## src/rtl/std_types.sv

```systemverilog
// Shared scalar typedefs and width constants for the math datapath library.
package std_types;

  typedef logic       bool;
  typedef logic [7:0] u8;
  typedef logic [15:0] u16;

  localparam int U8  = 8;
  localparam int U16 = 16;

endpackage

```

## src/rtl/usub_comb.sv

```systemverilog
// Combinational unsigned saturating subtract: out = max(in0 - in1, 0), with
// underflow magnitude and flag. Port-compatible with the saturating adder.
module usub_comb
  import std_types::*;
#(
  parameter int DATA_WIDTH = U8
) (
  input  logic [DATA_WIDTH-1:0] in0,
  input  logic [DATA_WIDTH-1:0] in1,
  output logic [DATA_WIDTH-1:0] out,
  output logic [DATA_WIDTH-1:0] underflow,
  output logic                  sig_uf
);

  logic [DATA_WIDTH:0] diff;
  logic [DATA_WIDTH:0] neg;

  always_comb begin
    diff   = {1'b0, in0} - {1'b0, in1};
    // Negating the wide difference yields in1 - in0 whenever a borrow occurred.
    neg    = '0 - diff;
    sig_uf = diff[DATA_WIDTH];
    if (diff[DATA_WIDTH]) begin
      out       = '0;
      underflow = neg[DATA_WIDTH-1:0];
    end else begin
      out       = diff[DATA_WIDTH-1:0];
      underflow = '0;
    end
  end

endmodule

```

## src/rtl/usub_pipe.sv

```systemverilog
// Two-stage valid/ready pipelined saturating subtractor with sticky underflow
// status and a saturating underflow event counter.
module usub_pipe
  import std_types::*;
#(
  parameter int DATA_WIDTH = U8,
  parameter int CNT_WIDTH  = U16
) (
  input  logic                  clk,
  input  logic                  rst_n,
  input  logic                  in_valid,
  output logic                  in_ready,
  input  logic [DATA_WIDTH-1:0] in0,
  input  logic [DATA_WIDTH-1:0] in1,
  output logic                  out_valid,
  input  logic                  out_ready,
  output logic [DATA_WIDTH-1:0] out,
  output logic [DATA_WIDTH-1:0] underflow,
  output logic                  sig_uf,
  output logic                  uf_sticky,
  output logic [CNT_WIDTH-1:0]  uf_count,
  input  logic                  clr_status
);

  logic                  s1_valid;
  logic                  s2_valid;
  logic [DATA_WIDTH-1:0] s1_a;
  logic [DATA_WIDTH-1:0] s1_b;
  logic [DATA_WIDTH-1:0] c_out;
  logic [DATA_WIDTH-1:0] c_uf;
  logic                  c_sig;
  bool                   adv1;
  bool                   adv2;
  bool                   uf_xfer;

  assign adv2      = !s2_valid || out_ready;
  assign adv1      = !s1_valid || adv2;
  assign in_ready  = adv1;
  assign out_valid = s2_valid;
  assign uf_xfer   = s2_valid && out_ready && sig_uf;

  usub_comb #(.DATA_WIDTH(DATA_WIDTH)) u_comb (
    .in0       (s1_a),
    .in1       (s1_b),
    .out       (c_out),
    .underflow (c_uf),
    .sig_uf    (c_sig)
  );

  always_ff @(posedge clk or negedge rst_n) begin
    if (!rst_n) begin
      s1_valid  <= 1'b0;
      s1_a      <= '0;
      s1_b      <= '0;
      s2_valid  <= 1'b0;
      out       <= '0;
      underflow <= '0;
      sig_uf    <= 1'b0;
    end else begin
      if (adv1) begin
        s1_valid <= in_valid;
        if (in_valid) begin
          s1_a <= in0;
          s1_b <= in1;
        end
      end
      if (adv2) begin
        s2_valid <= s1_valid;
        if (s1_valid) begin
          out       <= c_out;
          underflow <= c_uf;
          sig_uf    <= c_sig;
        end
      end
    end
  end

  // A clear that coincides with an underflow delivery still records that event.
  always_ff @(posedge clk or negedge rst_n) begin
    if (!rst_n) begin
      uf_sticky <= 1'b0;
      uf_count  <= '0;
    end else if (clr_status) begin
      uf_sticky <= uf_xfer;
      uf_count  <= uf_xfer ? CNT_WIDTH'(1) : '0;
    end else if (uf_xfer) begin
      uf_sticky <= 1'b1;
      if (uf_count != '1) uf_count <= uf_count + CNT_WIDTH'(1);
    end
  end

endmodule

```

## config.mk

```make
export PLATFORM = sky130hd
export DESIGN_NAME = usub_pipe
export DESIGN_NICKNAME = d
export VERILOG_FILES = /design/src/rtl/std_types.sv /design/src/rtl/usub_comb.sv /design/src/rtl/usub_pipe.sv
export SDC_FILE = /design/constraint.sdc
export NUM_CORES = 1
export LEC_CHECK = 0
export CORE_ASPECT_RATIO = 0.9
export CORE_UTILIZATION = 52
export CTS_CLUSTER_SIZE = 30
export DETAILED_ROUTE_END_ITERATION = 16
export PLACE_DENSITY_LB_ADDON = 0.15
export REMOVE_ABC_BUFFERS = 1
export SYNTH_ARGS = -nofsm -noshare
export SYNTH_HDL_FRONTEND = slang
export SYNTH_HIERARCHICAL = 1
export SYNTH_SLANG_ARGS = --single-unit
```

## constraint.sdc

```tcl
create_clock -name clk -period 2.5 [get_ports clk]
set_input_delay 0.625 -clock clk [delete_from_list [all_inputs] [get_ports clk]]
set_output_delay 0.625 -clock clk [all_outputs]
set_load 0.03 [all_outputs]
```

==> summary.txt, run 1 <==
Flow results follow.

The completed layout was analyzed and its total power is 3.22 mW. Post-CTS repair changed the size of 5 cells. The final design utilization is 70.5%. The cell sequence reported for the critical path is inv_1 > ha_2 > inv_2 > fa_2 > a211oi_4 > o21bai_4 > xnor2_2 > nor3b_2 > xor2_1 > nor2_1 > mux2_2.

CTS reports a maximum clock tree buffer depth of 2. The number of slew-limit violations in the final report is 0. After clock tree synthesis, the flow added hold-fix buffers numbering 0. The count of clock-net buffers in the final layout is 8.

For this block, the routed nets add up to 5790 um of wire. The share of cell area taken by flip-flops and latches is 34.7%. The run finished, with violations left. Ranked by instance count, the synthesized netlist is headed by dfrtp_1, mux2_2, nor2_1. The final weighted congestion of routability-driven global placement is 0.878.

The combinational group share of total power is 49.7%. Counting plain and timing-repair buffers in the layout gives 66. The power report lists the clock group at 0.485 mW.

The switching portion of total power is 38.0%. The worst pin sits at a relative slew slack of 60.3%. The power density of the placed cells is 860 mW/mm2. The area fraction of clock buffers and clock inverters is 2.40%.

The via count of the first global-routing pass is 2,111. Per report_power, the Sequential row totals 1.14 mW. The count of pins on the block boundary is 57. Counting flops and latches in the post-synthesis netlist gives 52. Setup violations remaining at the end of the flow were counted as 2. The layout multi-input combinational cell count is 189. Summing over every cut layer, the via total after detailed routing is 2,170. The cell-mix breakdown from Yosys lists the compound-gate area share as 11.5%. Fill cells in the final layout number 429. According to the CTS report, the clock sink count is 52. The number of antenna diodes in the final layout is 0. The top cell types in the final layout, fill and taps aside, are clkdlybuf4s50_1, dfrtp_1, mux2_2. The first global-routing pass estimated 9540 um of wire. The post-synthesis to final-layout area growth is 29.0%.

The critical path arrival is 2.70 ns. The synthesis warning total is 6. Setup repair after global routing could not meet its margin everywhere. After floorplanning, the core was divided into 25 placement rows. The count of non-filler cells in the finished layout is 397. The synthesized netlist devotes 4.99% of its cell area to adder and majority cells. The overall chip area is 0.00589 mm2. Per the placement log, port buffering inserted 56 buffers.

The critical path's top delay family is adder cells. The power report attributes to the clock group a share of 15.0%. The most used flip-flop cell after synthesis is dfrtp_1. The required time of the critical path is 2.69 ns. Once the floorplan was initialized, standard cells occupied 54.7% of the core. The root buffer cell is clkbuf_8. The fraction of synthesis flops using an asynchronous set or reset pin is 100%. Per the post-place timing report, worst setup slack is -0.0813 ns. Measured in cells, the most critical reg-to-reg path has a length of 11.

TritonCTS built the clock tree. The wire length per cell is 14.6 um. The post-synth area from yosys stat is 0.00291 mm2. In the final routing, the length of wire on met1 measures 2920 um. The worst-skew pair later-pin latency is 0.30 ns. STA classifies the critical path startpoint as a register. The register name with the most flops is uf_count.

The most common logic cell in the final layout is clkdlybuf4s50_1. The area of the mapped netlist is 0.00291 mm2. Per the CTS log, the maximum H-tree level is 2.

The sequential fraction of design power is 35.3%. Signal routing reaches up to met4. The average size of a mapped cell is 11.1 um2. Entering global routing, the biggest net connects 31 pins. The final critical delay including setup and external delays is 2.51 ns.

The initial antenna violation count is 0. The number of DRC markers after the initial detailed-route iteration is 97. The most congested layer reported by global routing is met2. The maximum net fanout on the critical path is 3. The setup slack of the worst register-to-register path is -0.007 ns. The sequential cells in the finished layout cover a total of 0.00130 mm2. Following the worst setup path forward leads to its endpoint at underflow[5]. The slew at the pin closest to its max-slew limit is 0.592 ns. dfrtp_1 takes more of the synthesized area than any other cell. Detailed placement reports a standard cell area of 0.00358 mm2. The main kind of combinational logic by area is simple AND/OR/NAND/NOR gates. The multi-input combinational cell area is 0.00158 mm2. Looking at the gate-level netlist, the highest instance count belongs to dfrtp_1. In the Yosys stats the netlist draws on 51 distinct library cells. The critical path depth is 11. The flip-flop count of the largest register after layout is 16. Per the post-route antenna check, the number of violating nets is 0. The layout summary lists the proportion of cells stronger than drive strength 1 as 25.5%.

After layout, the worst setup slack is -0.00739 ns. The number of max-cap violations is 0. The critical register-to-register path startpoint is s1_a[0]. Per the OpenROAD floorplan log, the height of the die is 72.9 um. The inverter count is 15.

The worst path uses 100% of the clock period. The met1 routing resource usage after global routing is 30.4%. The static leakage power is 1.63 nW. The mux share of post-synthesis cell area is 13.1%. The final reports fail on setup timing.

The simple logic cell fraction of the synthesized area is 16.6%. On the final layout, the worst hold slack is 0.303 ns. The number of tapcells is 67. Of the total synthesized cell area, the portion taken by XOR and XNOR cells is 5.73%. The yosys stat cell total is 262. The dominant kind of cell is logic gates.

The floorplan step defined a core boundary enclosing 0.00532 mm2. Per the timing report, the most critical flop-to-flop path finishes at underflow[5]. The largest power group is combinational logic.

Static timing analysis puts the maximum clock frequency at 399 MHz. The detailed placer reported the number of placed instances as 387. The count of tool warnings is 26. In the post-synthesis netlist, the biggest area contributors are dfrtp_1, mux2_2, ha_1. The capturing element type of the critical path is a register. The worst min-delay path class is in2async. For reference, the final report shows the hold violation count at 0. The net switching power of the design is 1.22 mW. The worst supply voltage drop on vdd is 0.598 mV.

The global routing report lists combined usage of all routing layers as 21.4%. The worst setup path is of the reg2reg kind. The post-detailed-route DRC marker count is 0. The post-synth count of flops with an enable pin is 0. The final layout contains 361 nets. The clock-pin slew reported for the worst setup and hold paths after clock tree synthesis is 0.09 ns. The multi-input logic portion of the cell area is 42.1%. The launch point of the critical path was reported as s1_a[0].

Global routing finished with a remaining overflow of 0. The share of synthesized area occupied by flip-flops and latches is 44.8%. The internal portion of the total power is 2.00 mW.

The total met3 wirelength after detailed routing is 261 um. Summing all non-filler instances in the final layout gives an area of 0.00375 mm2. Per the post-run analysis, buffers plus inverters along the critical path come to 2. The number of standard cells after synthesis is 262. The routed design shows a via density per instance of 5.47. The synthesized design devotes to its leading area cell type 44.8% of total area. From left edge to right edge, the die measures 80.8 um. Combinational power for this build is 1.60 mW. After routing, the total negative slack on setup checks comes to -0.00853 ns. The number of setup buffers added after CTS is 0. The detailed-routing iteration count for the pre-antenna-repair pass is 4.

The met3 track demand over resource in global routing is 3.38%.
Fig. 1: run 1, the metal 3 layer
Drawn at 6 px/um.
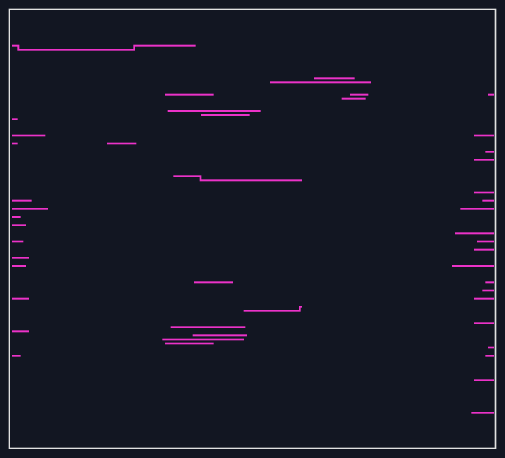
main direction: horizontal
nets with wire on the layer: 45
share of all routed wire: 4.5%
longest straight run: 19.3 um
wire length on this layer: 261 um

Fig. 2: run 1, where the registers sit
Drawn at 4 px/um. Other sequential cells in the stronger grey, the rest of the logic in the fainter grey.
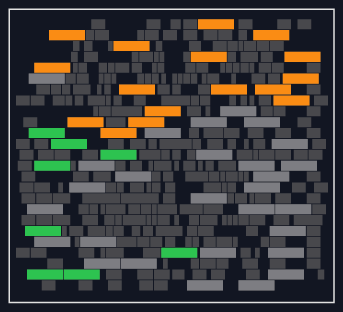
legend:
  orange:
    signal: uf_count
    sequential_cells: 16
  green:
    signal: s1_b
    sequential_cells: 8

Fig. 3: run 1, clock routing
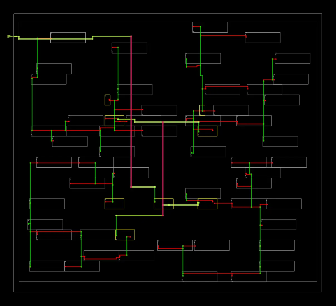
maximum clock skew at final layout: 0.00874 ns
CTS Buf Count: 5
flip-flops: 52

==> inputs of run 2 (changes only) <==
--- a/config.mk
+++ b/config.mk
@@ -6,9 +6,10 @@
 export NUM_CORES = 1
 export LEC_CHECK = 0
 export CORE_ASPECT_RATIO = 0.9
-export CORE_UTILIZATION = 52
+export CORE_UTILIZATION = 47
 export CTS_CLUSTER_SIZE = 30
 export DETAILED_ROUTE_END_ITERATION = 16
+export HOLD_SLACK_MARGIN = 0.05
 export PLACE_DENSITY_LB_ADDON = 0.15
 export REMOVE_ABC_BUFFERS = 1
 export SYNTH_ARGS = -nofsm -noshare
==> constraint.sdc (replaced) <==
create_clock -name clk -period 2.15 [get_ports clk]
set_input_delay 0.5375 -clock clk [delete_from_list [all_inputs] [get_ports clk]]
set_output_delay 0.5375 -clock clk [all_outputs]
set_load 0.03 [all_outputs]
Fig. 4: run 2, where the registers sit
Drawn at 4 px/um. Other sequential cells in the stronger grey, the rest of the logic in the fainter grey.
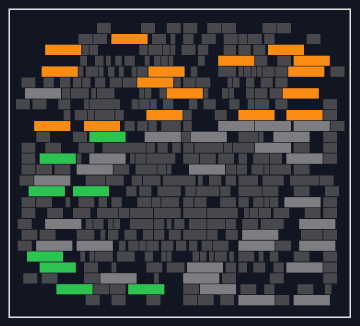
legend:
  orange:
    signal: uf_count
    sequential_cells: 16
  green:
    signal: s1_b
    sequential_cells: 8

==> run 2 against run 1 <==
Against the previous run: register-to-register slack got worse by 0.27 ns; synthesized cell count stayed put; count of clock-buffer cells in the layout down 3; setup slack got worse by 0.27 ns; critical path depth unchanged; cell area rose by 8.1%; the run ends with DRC, setup timing left; non-clock buffer count grew 24; clock skew decreased by 0.0030 ns; wire length grew 4.8%.
==> summary.txt, run 2 <==
Flow results follow.

The first detailed-routing pass ran for 10 iterations. Ranked by instance count, the synthesized netlist is headed by dfrtp_1, mux2_2, nor2_1. For the finished layout, the period the worst path requires is 2.43 ns. Routing resource usage on met1 recorded by global route was 29.7%. Counting buffers and inverters, the worst setup path is 11 cells deep.

The switching portion of total power is 36.9%. The layout summary lists the proportion of cells stronger than drive strength 1 as 34.7%. The final number of hold-violating endpoints is 0. Multi-input logic gates represent a cell area share of 40.4%. The top layer reached by signal wires is met4. Of the total synthesized cell area, the portion taken by XOR and XNOR cells is 5.73%. The combinational group share of total power is 53.0%. The required time of the critical path is 2.34 ns.

The gate-level netlist out of Yosys references 51 unique cell types. The layout multi-input combinational cell count is 189. The OpenROAD report gives the critical path a data arrival time of 2.62 ns.

Counting the fill cells in the layout gives 459. The report counts max-capacitance violations totalling 0. The first global-routing pass estimated 10,100 um of wire. The maximum number of pins on one net before global-route repair is 33. STA lists the endpoint of the worst register-to-register path as underflow[7]. The flop count is 52. met2 track demand over resource after global routing is 28.7%. The initialized floorplan defines 26 standard-cell rows. The average size of a mapped cell is 11.1 um2. The count of clock-net buffers in the final layout is 5. The number of cells reported by Yosys stat comes to 262.

57 I/O pins were placed. Counting every sink on the clock net gives 52. The maximum clock insertion buffer count is 2. The overall chip area is 0.00650 mm2. The most used standard cell by instance count after synthesis is dfrtp_1. Per the post-route antenna check, the number of violating nets is 0. The net switching power of the design is 1.56 mW. STA on the placed design reports a worst setup slack of -0.349 ns. For this sky-water flow run, the detailed-routed wirelength per cell is reported as 14.3 um.

Counting flops and latches in the post-synthesis netlist gives 52. In the power breakdown, the internal column shows 2.67 mW. Registers take 0.00130 mm2. The run finished, with violations left.

The residual overflow from global routing is 0. The power report lists the combinational group at 2.24 mW. Per the synthesis report, the AND-OR/OR-AND share of the synthesized area is 11.5%. The total power of the final layout is 4.23 mW. The total cell area at the placement stage is 0.00375 mm2. The number of standard cells after synthesis is 262. The origin of the worst setup path is s1_a[0]. OpenROAD emitted warnings numbering 27.

In the per-layer summary, the met1 wirelength comes to 3050 um. Of the combinational cells, the family taking the most area is simple AND/OR/NAND/NOR gates. The inverter count is 15. The highest supply drop recorded on VDD is 0.622 mV. The number of buffer cells added on primary ports is 56. In the placement report, post-DP HPWL is listed as 4390 um. The simple logic cell fraction of the synthesized area is 16.6%. For this design the ratio of total power to cell area is 1040 mW/mm2. The post-synth area from yosys stat is 0.00291 mm2.

The slew at the pin closest to its max-slew limit is 0.502 ns. The capturing element type of the critical path is a register. Per the timing report, the biggest fanout along the worst path comes to 3. The critical path in the final layout is reported with a setup slack of -0.277 ns. Per STA, the worst path is made up of inv_1 > ha_2 > inv_2 > fa_2 > a211oi_2 > o21bai_1 > a211o_1 > a21oi_2 > a21o_1 > a21oi_1 > mux2_2. The diode insertion count for antenna repair is 0. The depth of the worst register-to-register path is 11. The worst hold slack is 0.192 ns. The number of DRC markers after the initial detailed-route iteration is 73.

The setup slack of the worst register-to-register path is -0.28 ns. In the layout the commonest cells are clkdlybuf4s50_1, dfrtp_1, mux2_2, buf_4, nor2_1. The script reports the combined buffer and inverter count of the critical path as 2. The register with the most flip-flops in the layout has 16 of them.

The worst min-delay path class is in2async. The total of plain and repair buffers excluding clock buffers is 90. The final clock period utilization by the worst path is 113%. For this run, the number of Yosys warnings is 6. The final net count is 385. On the final layout, the worst clock skew is 0.00573 ns.

The share of synthesized area occupied by flip-flops and latches is 44.8%. The synthesized-area fraction occupied by adder cells is 4.99%. The count of non-filler cells in the finished layout is 424. The summed negative setup slack over all endpoints is -2.29 ns. The register name with the most flops is uf_count.

The final design utilization is 69.6%. The total setup violations reported at the end of the flow is 16. For reference, the final report shows the max-slew violation count at 0. Post-CTS timing repair inserted 3 buffers for setup. Per the placement report, the placed cell count is 410. The final reports fail on DRC, setup timing. Per the layout area report, the combinational gate area comes to 0.00164 mm2. The layer flagged by global routing as most heavily used is met1. The leading cell type in the layout, fill and taps excluded is clkdlybuf4s50_1. The critical register-to-register path startpoint is s1_a[0]. The mux share of post-synthesis cell area is 13.1%. The via count of the first global-routing pass was 2,066. At the end of routability-driven placement, the weighted congestion stood at 0.904.

The kind of start point of the critical path is a register. The critical path's top delay family is AND-OR/OR-AND gates. TritonCTS built the clock tree. CTS added clock buffers totalling 5.

Clock tree synthesis selected as its root buffer the cell clkbuf_8. Of the total power, registers draw 31.2%. The power drawn by the sequential cells is 1.32 mW.

The part of the total power dissipated in the clock network is 15.7%. The final routed wirelength across all metal layers is 6070 um. The flow reports an fmax of 412 MHz. Dividing the detail-routed via count by the number of cells gives 5.34. The overall via count from detail_route is 2,263. Before any placement, the netlist area is recorded as 0.00291 mm2. The share of the synthesized area in the top cell type is 44.8%. The H-tree depth reported by CTS is 2. The fraction of final cell area spent on clock buffers and inverters in this run is 2.75%.

The die is 76.6 um tall. The final non-filler cell area is 0.00405 mm2. Summed over the clock group, the power is 0.665 mW. By area the synthesized netlist is led by dfrtp_1, mux2_2, ha_1. In this run the layout overhead on the synthesized area is reported as 39.4%.

Before placement the cells fill 49.9% of the core. The initial antenna violation count is 0. Per report_power, the top consumer among the power groups is combinational logic. The startpoint-to-endpoint class of the critical path is reg2reg.

The dominant cell type by area after synthesis is dfrtp_1. Clock latency on the worst-skew pair, taken at its later pin, is 0.30 ns. The total met3 wirelength after detailed routing is 228 um. The count of instances resized after the clock tree is built is 21. The fraction of synthesis flops using an asynchronous set or reset pin is 100%. The flow inserted 70 tap cells. The number of enable flip-flop cells is 0. The post-detailed-route DRC marker count is 5. The share of cell area taken by flip-flops and latches is 32.1%. The all-layer global routing usage is 19.6%.

The biggest slice of the area belongs to logic gates. The normalized max-slew margin is 66.5%. Setup repair after global routing could not meet its margin everywhere. The number of hold buffers added after CTS is 0. On met3, the global router reports a usage of 3.79%. The most used flip-flop cell after synthesis is dfrtp_1. The endpoint of the most critical setup path is underflow[7]. The analysis attributes to cell leakage a power of 1.82 nW. In this run the standard cell core region covers 0.00582 mm2.

Per the post-CTS timing run, clock transition at the registers of the reported paths is 0.09 ns. Measured along the x axis, the die boundary spans 84.9 um.
==> inputs of run 3 (changes only) <==
--- a/config.mk
+++ b/config.mk
@@ -5,6 +5,7 @@
 export SDC_FILE = /design/constraint.sdc
 export NUM_CORES = 1
 export LEC_CHECK = 0
+export CAP_MARGIN = 20
 export CORE_ASPECT_RATIO = 0.9
 export CORE_UTILIZATION = 47
 export CTS_CLUSTER_SIZE = 30
==> constraint.sdc (replaced) <==
create_clock -name clk -period 2.15 [get_ports clk]
set_input_delay 0.5375 -clock clk [delete_from_list [all_inputs] [get_ports clk]]
set_output_delay 0.5375 -clock clk [all_outputs]
set_load 0.05 [all_outputs]
Fig. 5: run 3, sizing map
Drawn at 6 px/um.
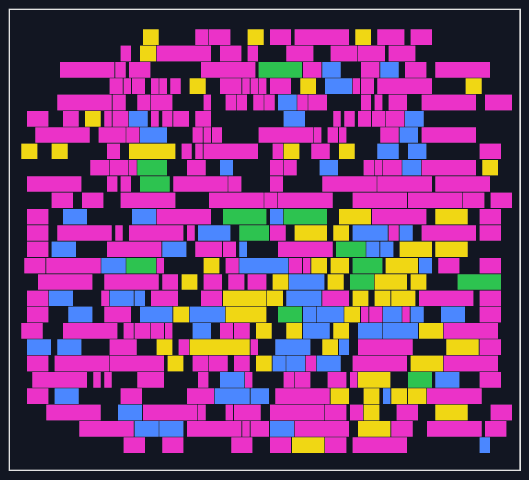
legend:
  green:
    size: drive 6 and up
    cells: 13
    share: 3.7%
    most_used: clkbuf_8
  yellow:
    size: drive 3 to 4
    cells: 57
    share: 16%
    most_used: buf_4
  magenta:
    size: drive 1 or less
    cells: 221
    share: 62%
    most_used: dfrtp_1
  blue:
    size: drive 2
    cells: 63
    share: 18%
    most_used: mux2_2

==> run 3 against run 2 <==
Against the previous run: the run still ends with DRC, setup timing left; sequential share of layout area is 0.28 points lower; power is 5.7% higher; clock power is 15% lower; die size stayed put; clock skew is 0.0075 ns higher; utilization is 0.60 points higher; cell area is 0.86% higher; sequential cell count stayed put; sequential power hardly changed; register-to-register slack worse by 0.09 ns; critical path type unchanged; critical endpoint is now underflow[6]; largest cell class unchanged.
==> summary.txt, run 3 <==
Flow results follow.

The run finished, with violations left. The final reports fail on DRC, setup timing. Data on the critical path is required at its endpoint by 2.34 ns. The synthesis report gives the async set-or-reset register share as 100%. The inverter count is 15. The synthesis run shows the most used standard cells to be dfrtp_1, mux2_2, nor2_1. The routed design shows a via density per instance of 5.29.

The H-tree depth reported by CTS is 2. The top layer reached by signal wires is met4. The final non-filler cell area is 0.00409 mm2. The synthesized design contains 0 enable-type register cells. The multi-input combinational cell area is 0.00168 mm2.

The detailed placement HPWL is 4390 um. The number of placement rows is 26. The number of buffers inserted during clock tree synthesis is 5. The overall via count from detail_route is 2,245. Across all register-to-register paths, the minimum setup slack is -0.36 ns.

The pre-placement core utilization is 49.9%. The overall chip area is 0.00650 mm2. The critical path in the final layout is reported with a setup slack of -0.362 ns.

The power report lists the combinational group at 2.57 mW. The via count of the first global-routing pass is 2,108. The flow reports that sequential cells draw 29.7% of the design power. The synthesized netlist devotes 11.5% of its cell area to compound gates. Global routing consumed, over all layers together, 19.3% of the routing resources. The count of tool warnings is 27. The share of total power dissipated in combinational logic is 57.6%. The final weighted congestion of routability-driven global placement is 0.913. Per STA, the worst path is made up of inv_1 > ha_2 > inv_2 > fa_2 > buf_4 > xnor2_2 > buf_4 > nand2_2 > nor4_2 > xnor2_1 > nor2_1 > mux2_2. The plain and repair buffers instantiated in the layout total 90. The clock reaches the later pin of the worst-skew pair after 0.30 ns. The origin of the worst setup path is s1_a[0].

The kind of start point of the critical path is a register. For reference, the clock transition at the flip-flops on the worst setup and hold paths is 0.09 ns. The share of cell area taken by flip-flops and latches is 31.8%. The count of clock-net buffers in the final layout is 6.

The initial antenna violation count is 0. The final number of hold-violating endpoints is 0. The largest power group is combinational logic.

The netlist uses 51 different library cells. Ranked by flip-flop count, first place goes to uf_count. The summed negative setup slack over all endpoints is -2.12 ns. The share of cells above drive strength 1 is 37.6%. By area, the combinational part of the netlist is dominated by simple AND/OR/NAND/NOR gates.

The area fraction of clock buffers and clock inverters is 2.27%. The total power of the final layout is 4.47 mW. The net count of the finished layout is 385. The critical path arrival is 2.70 ns. The power density of the placed cells is 1090 mW/mm2. The final clock skew is 0.0132 ns. Counting pins that exceed their max-slew limit in the final report gives 0. The width of the die is 84.9 um. For the worst flop-to-flop path, the logic depth is 12. Per the detailed-route log, wirelength across all metal layers totals 6050 um. The switching portion of total power is 40.8%. The warning tally printed by Yosys for this design is 6. The script extracted a total leakage power of 1.96 nW. The maximum net fanout on the critical path is 3. The tightest min-delay check is of the in2async type. In the layout the commonest cells are dfrtp_1, clkdlybuf4s50_1, buf_4.

The die is 76.6 um tall. In this run the mean area of a mapped cell was 11.1 um2. Dividing the final minimum period by the clock period gives 117%.

The startpoint-to-endpoint class of the critical path is reg2reg. The share of synthesized area occupied by flip-flops and latches is 44.8%. The critical path depth is 12. The last timing report of the flow puts the setup violation total at 16. Of the total synthesized cell area, the portion taken by full adders, half adders and majority gates is 4.99%. The post-detailed-route DRC marker count is 5. From synthesis to final layout, the design area changed by 40.6%. The wire length of the first global-routing pass is 10,100 um. Looking at area per cell type in the netlist, the leader is dfrtp_1.

==> gallery <==
Signal metal coverage by tile.
image #1
Drawn at 4 px/um. The die is cut into 17 by 15 equal tiles; black is low, pale yellow is high, scaled to the fullest tile. Values are wire area over tile area, all layers added.
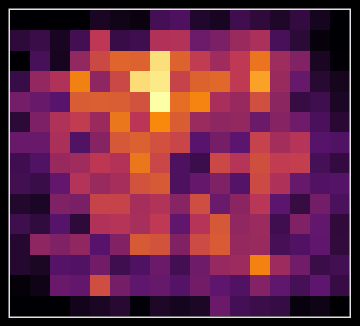
image #2
Drawn at 4 px/um. The die is cut into 16 by 15 equal tiles; black is low, pale yellow is high, scaled to the fullest tile. Values are wire area over tile area, all layers added.
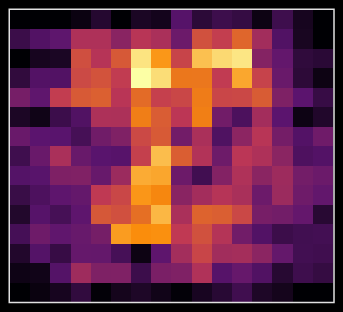
image #3
Drawn at 4 px/um. The die is cut into 17 by 15 equal tiles; black is low, pale yellow is high, scaled to the fullest tile. Values are wire area over tile area, all layers added.
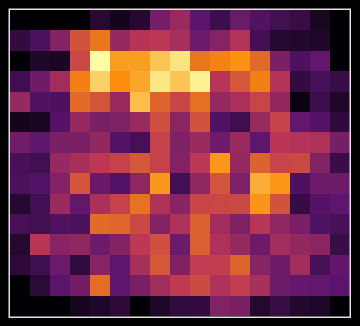
image #3 -> run 3
image #2 -> run 1
image #1 -> run 2

Power figures rest on the tool's default switching activity, not on a simulated workload.
